$ cat config.mk
export PLATFORM = sky130hd
export DESIGN_NAME = chip8_alu_sequencer
export DESIGN_NICKNAME = d
export VERILOG_FILES = /design/src/rtl/chip8_alu_sequencer.sv
export SDC_FILE = /design/constraint.sdc
export NUM_CORES = 1
export LEC_CHECK = 0
export CORE_MARGIN = 2
export CORE_UTILIZATION = 30
export DETAILED_ROUTE_END_ITERATION = 16
export SYNTH_ARGS = -nofsm -noshare
export SYNTH_HDL_FRONTEND = slang
export SYNTH_SLANG_ARGS = --single-unit
$ cat constraint.sdc
create_clock -name clk -period 4.1 [get_ports clk]
set_input_delay 1.025 -clock clk [delete_from_list [all_inputs] [get_ports clk]]
set_output_delay 1.025 -clock clk [all_outputs]
set_load 0.02 [all_outputs]
$ cat src/rtl/chip8_alu_sequencer.sv
// chip8_alu_sequencer
// Initiator side of the CHIP-8 8XYN ALU path: reads Vx/Vy from a synchronous-read
// register file, drives an external combinational ALU, writes the result to Vx and
// the carry/borrow/shift-out flag to VF.
module chip8_alu_sequencer #(
  parameter bit SHIFT_USES_VY  = 1'b0,
  parameter bit VF_RESET_LOGIC = 1'b0
) (
  input  logic        clk,
  input  logic        reset,
  input  logic        op_valid,
  output logic        op_ready,
  input  logic [15:0] opcode,
  output logic [3:0]  rf_raddr,
  input  logic [7:0]  rf_rdata,
  output logic        rf_we,
  output logic [3:0]  rf_waddr,
  output logic [7:0]  rf_wdata,
  output logic [7:0]  alu_x,
  output logic [7:0]  alu_y,
  output logic [2:0]  alu_op,
  input  logic [7:0]  alu_out,
  input  logic        alu_carry,
  output logic        done,
  output logic        err
);

  typedef enum logic [2:0] {
    S_IDLE,
    S_RD_X,
    S_RD_Y,
    S_EXEC,
    S_WB_VX,
    S_WB_VF,
    S_DONE
  } state_t;

  state_t      state_q, state_d;

  logic [3:0]  xAddr_q, yAddr_q;
  logic [2:0]  aluSel_q;
  logic        swap_q, shift_q, logic_q, wantVf_q, err_q;
  logic [7:0]  vx_q, vy_q;
  logic        flag_q;
  logic [7:0]  aluXHold_q, aluYHold_q;
  logic [2:0]  aluOpHold_q;

  logic        decValid, decSwap, decShift, decLogic, decVf;
  logic [2:0]  decOp;
  logic [7:0]  opA, opB;

  // Decode the offered opcode so the accept edge can latch everything the later states need
  always_comb begin
    decValid = 1'b1;
    decOp    = 3'd0;
    decSwap  = 1'b0;
    decShift = 1'b0;
    decLogic = 1'b0;
    decVf    = 1'b0;
    case (opcode[3:0])
      4'h0: decOp = 3'd0;
      4'h1, 4'h2, 4'h3: begin
        decOp    = opcode[2:0];
        decLogic = 1'b1;
        decVf    = VF_RESET_LOGIC;
      end
      4'h4: begin
        decOp = 3'd4;
        decVf = 1'b1;
      end
      4'h5: begin
        decOp = 3'd5;
        decVf = 1'b1;
      end
      4'h6: begin
        decOp    = 3'd6;
        decShift = 1'b1;
        decVf    = 1'b1;
      end
      4'h7: begin
        decOp   = 3'd5;
        decSwap = 1'b1;
        decVf   = 1'b1;
      end
      4'hE: begin
        decOp    = 3'd7;
        decShift = 1'b1;
        decVf    = 1'b1;
      end
      default: decValid = 1'b0;
    endcase
    if (opcode[15:12] != 4'h8) begin
      decValid = 1'b0;
    end
  end

  // State register; reset abandons any instruction in flight
  always_ff @(posedge clk or posedge reset) begin
    if (reset) begin
      state_q <= S_IDLE;
    end else begin
      state_q <= state_d;
    end
  end

  // Next-state: fixed one-cycle walk, VF write only for flag-producing ops
  always_comb begin
    state_d = state_q;
    case (state_q)
      S_IDLE: begin
        if (op_valid) begin
          state_d = decValid ? S_RD_X : S_DONE;
        end
      end
      S_RD_X:  state_d = S_RD_Y;
      S_RD_Y:  state_d = S_EXEC;
      S_EXEC:  state_d = S_WB_VX;
      S_WB_VX: state_d = wantVf_q ? S_WB_VF : S_DONE;
      S_WB_VF: state_d = S_DONE;
      S_DONE:  state_d = S_IDLE;
      default: state_d = S_IDLE;
    endcase
  end

  // Latch the decoded instruction on accept
  always_ff @(posedge clk or posedge reset) begin
    if (reset) begin
      xAddr_q  <= 4'd0;
      yAddr_q  <= 4'd0;
      aluSel_q <= 3'd0;
      swap_q   <= 1'b0;
      shift_q  <= 1'b0;
      logic_q  <= 1'b0;
      wantVf_q <= 1'b0;
      err_q    <= 1'b0;
    end else if (state_q == S_IDLE && op_valid) begin
      xAddr_q  <= opcode[11:8];
      yAddr_q  <= opcode[7:4];
      aluSel_q <= decOp;
      swap_q   <= decSwap;
      shift_q  <= decShift;
      logic_q  <= decLogic;
      wantVf_q <= decVf;
      err_q    <= ~decValid;
    end
  end

  // Operand capture from the register file, flag capture and ALU-output hold registers
  always_ff @(posedge clk or posedge reset) begin
    if (reset) begin
      vx_q        <= 8'd0;
      vy_q        <= 8'd0;
      flag_q      <= 1'b0;
      aluXHold_q  <= 8'd0;
      aluYHold_q  <= 8'd0;
      aluOpHold_q <= 3'd0;
    end else begin
      if (state_q == S_RD_Y) begin
        vx_q <= rf_rdata;
      end
      if (state_q == S_EXEC) begin
        vy_q <= rf_rdata;
      end
      if (state_q == S_WB_VX) begin
        flag_q      <= alu_carry;
        aluXHold_q  <= opA;
        aluYHold_q  <= opB;
        aluOpHold_q <= aluSel_q;
      end
    end
  end

  // Operand routing: SUBN swaps, shifts optionally take Vy as their source
  always_comb begin
    opA = vx_q;
    opB = vy_q;
    if (swap_q) begin
      opA = vy_q;
      opB = vx_q;
    end else if (shift_q && SHIFT_USES_VY) begin
      opA = vy_q;
    end
  end

  // Outputs decoded from the current state; writes strobe only in the two write-back states
  always_comb begin
    op_ready = (state_q == S_IDLE);
    rf_raddr = 4'd0;
    rf_we    = 1'b0;
    rf_waddr = 4'd0;
    rf_wdata = 8'd0;
    alu_x    = aluXHold_q;
    alu_y    = aluYHold_q;
    alu_op   = aluOpHold_q;
    done     = 1'b0;
    err      = 1'b0;
    case (state_q)
      S_RD_X: rf_raddr = xAddr_q;
      S_RD_Y: rf_raddr = yAddr_q;
      S_WB_VX: begin
        alu_x    = opA;
        alu_y    = opB;
        alu_op   = aluSel_q;
        rf_we    = 1'b1;
        rf_waddr = xAddr_q;
        rf_wdata = alu_out;
      end
      S_WB_VF: begin
        rf_we    = 1'b1;
        rf_waddr = 4'hF;
        rf_wdata = logic_q ? 8'd0 : {7'b0, flag_q};
      end
      S_DONE: begin
        done = 1'b1;
        err  = err_q;
      end
      default: ;
    endcase
  end

endmodule

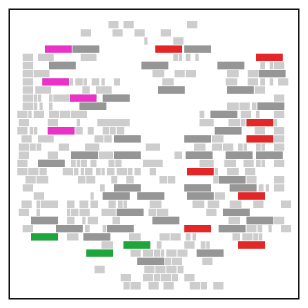
Figure 1: sequential cells grouped by signal name.
Scale: 3 px per µm.
- red: aluYHold_q (flops 8)
- magenta: xAddr_q (flops 4; where north-west)
- green: aluOpHold_q (flops 3)
- not coloured: 39
reported sequential group power: 971 µW
FF+latch area: 1350 µm²

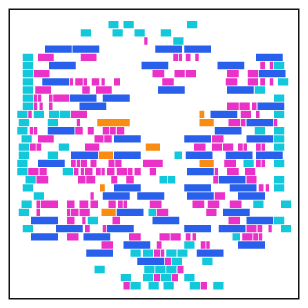
Figure 2: cell classes on the final placement.
Scale: 3 px per µm.
- magenta: all other logic (cells 152; share of their area 33%)
- blue: flops (cells 54; share of their area 40%)
- cyan: other buffers and delay cells (cells 79; share of their area 23%)
- orange: clock drivers and dummy loads (cells 8; share of their area 3.2%)

==> impl_metrics.toml <==
# generated from flow reports
[worst_setup_path]
worstPathCellList = "nor3b_4 > buf_4 > nor2_1 > a21oi_1 > clkdlybuf4s50_1"
worst-r2r-cell-count = 3
timing.critical_path.slowest_cell_delay_ns = 0.65
cpLargestDelayFamily = "buffers and inverters"
reg2reg_to = "wantVf_q"
crit_path_end_kind = "primary output"

[logic_synthesis]
ys_types = 33
simple_gate_share_of_the_synthesized_area = 0.134
ys_chip_area_um2 = 2540
syn_area_um2 = 2540
synthesis.nets = 255
dominantRegCellSynth = "dfrtp_1"
synth-xor-area-share = 0
ys_sh_mux = 0.203
ys_sh_adder = 0
synth.yosys.seq_area_share = 0.532
common_cells = "54 x dfrtp_1, 30 x nor2_1, 20 x mux2_2"

[floorplan]
die_width_um = 96.0
initial_utilization = 0.309

[power_and_ir_drop]
power.share.switching = 0.381
power_per_cell_area_nw_per_um2 = 819

[clocking]
postCtsSetupBuffers = 0
clock_path_buffers = 2
tritoncts.num_buffers = 5
cts_tree = "done"
h_tree_levels = 2
cts.sinks = 54
postCtsResizedCells = 0

[grt]
grt_pass1_vias = 1839
grt_most_used_layer = "met2"
first_pass_grt_wire_length_um = 8980
grt_usage = 0.126

[timing]
report.final.hold_viol_count = 0
period_needed_ns = 3.46
hold_slack_ns = 0.480
total_negative_slack_for_setup_checks_ns = 0

[run_status]
run_status = "finished, final reports clean"

[finish]
buffers_excl_clock = 79
layout.cells.most_common = "clkdlybuf4s50_1"
layout.nets = 328
nFlopsAndLatches = 54
clock_tree_cell_share_of_total_cell_area = 0.0312
clkbuf_count = 5

[detailed_routing]
routed-wl-met2_um = 2380
drtIter0Drc = 57
drcViolationCount = 0
drt-wirelength-per-cell_um = 13.3
post_route_ant_nets = 0
route.layer.met1.wl_um = 2570

[place]
quantity_of_i_o_buffers_inserted_on_ports = 74
Power and IR drop assume default switching activity.
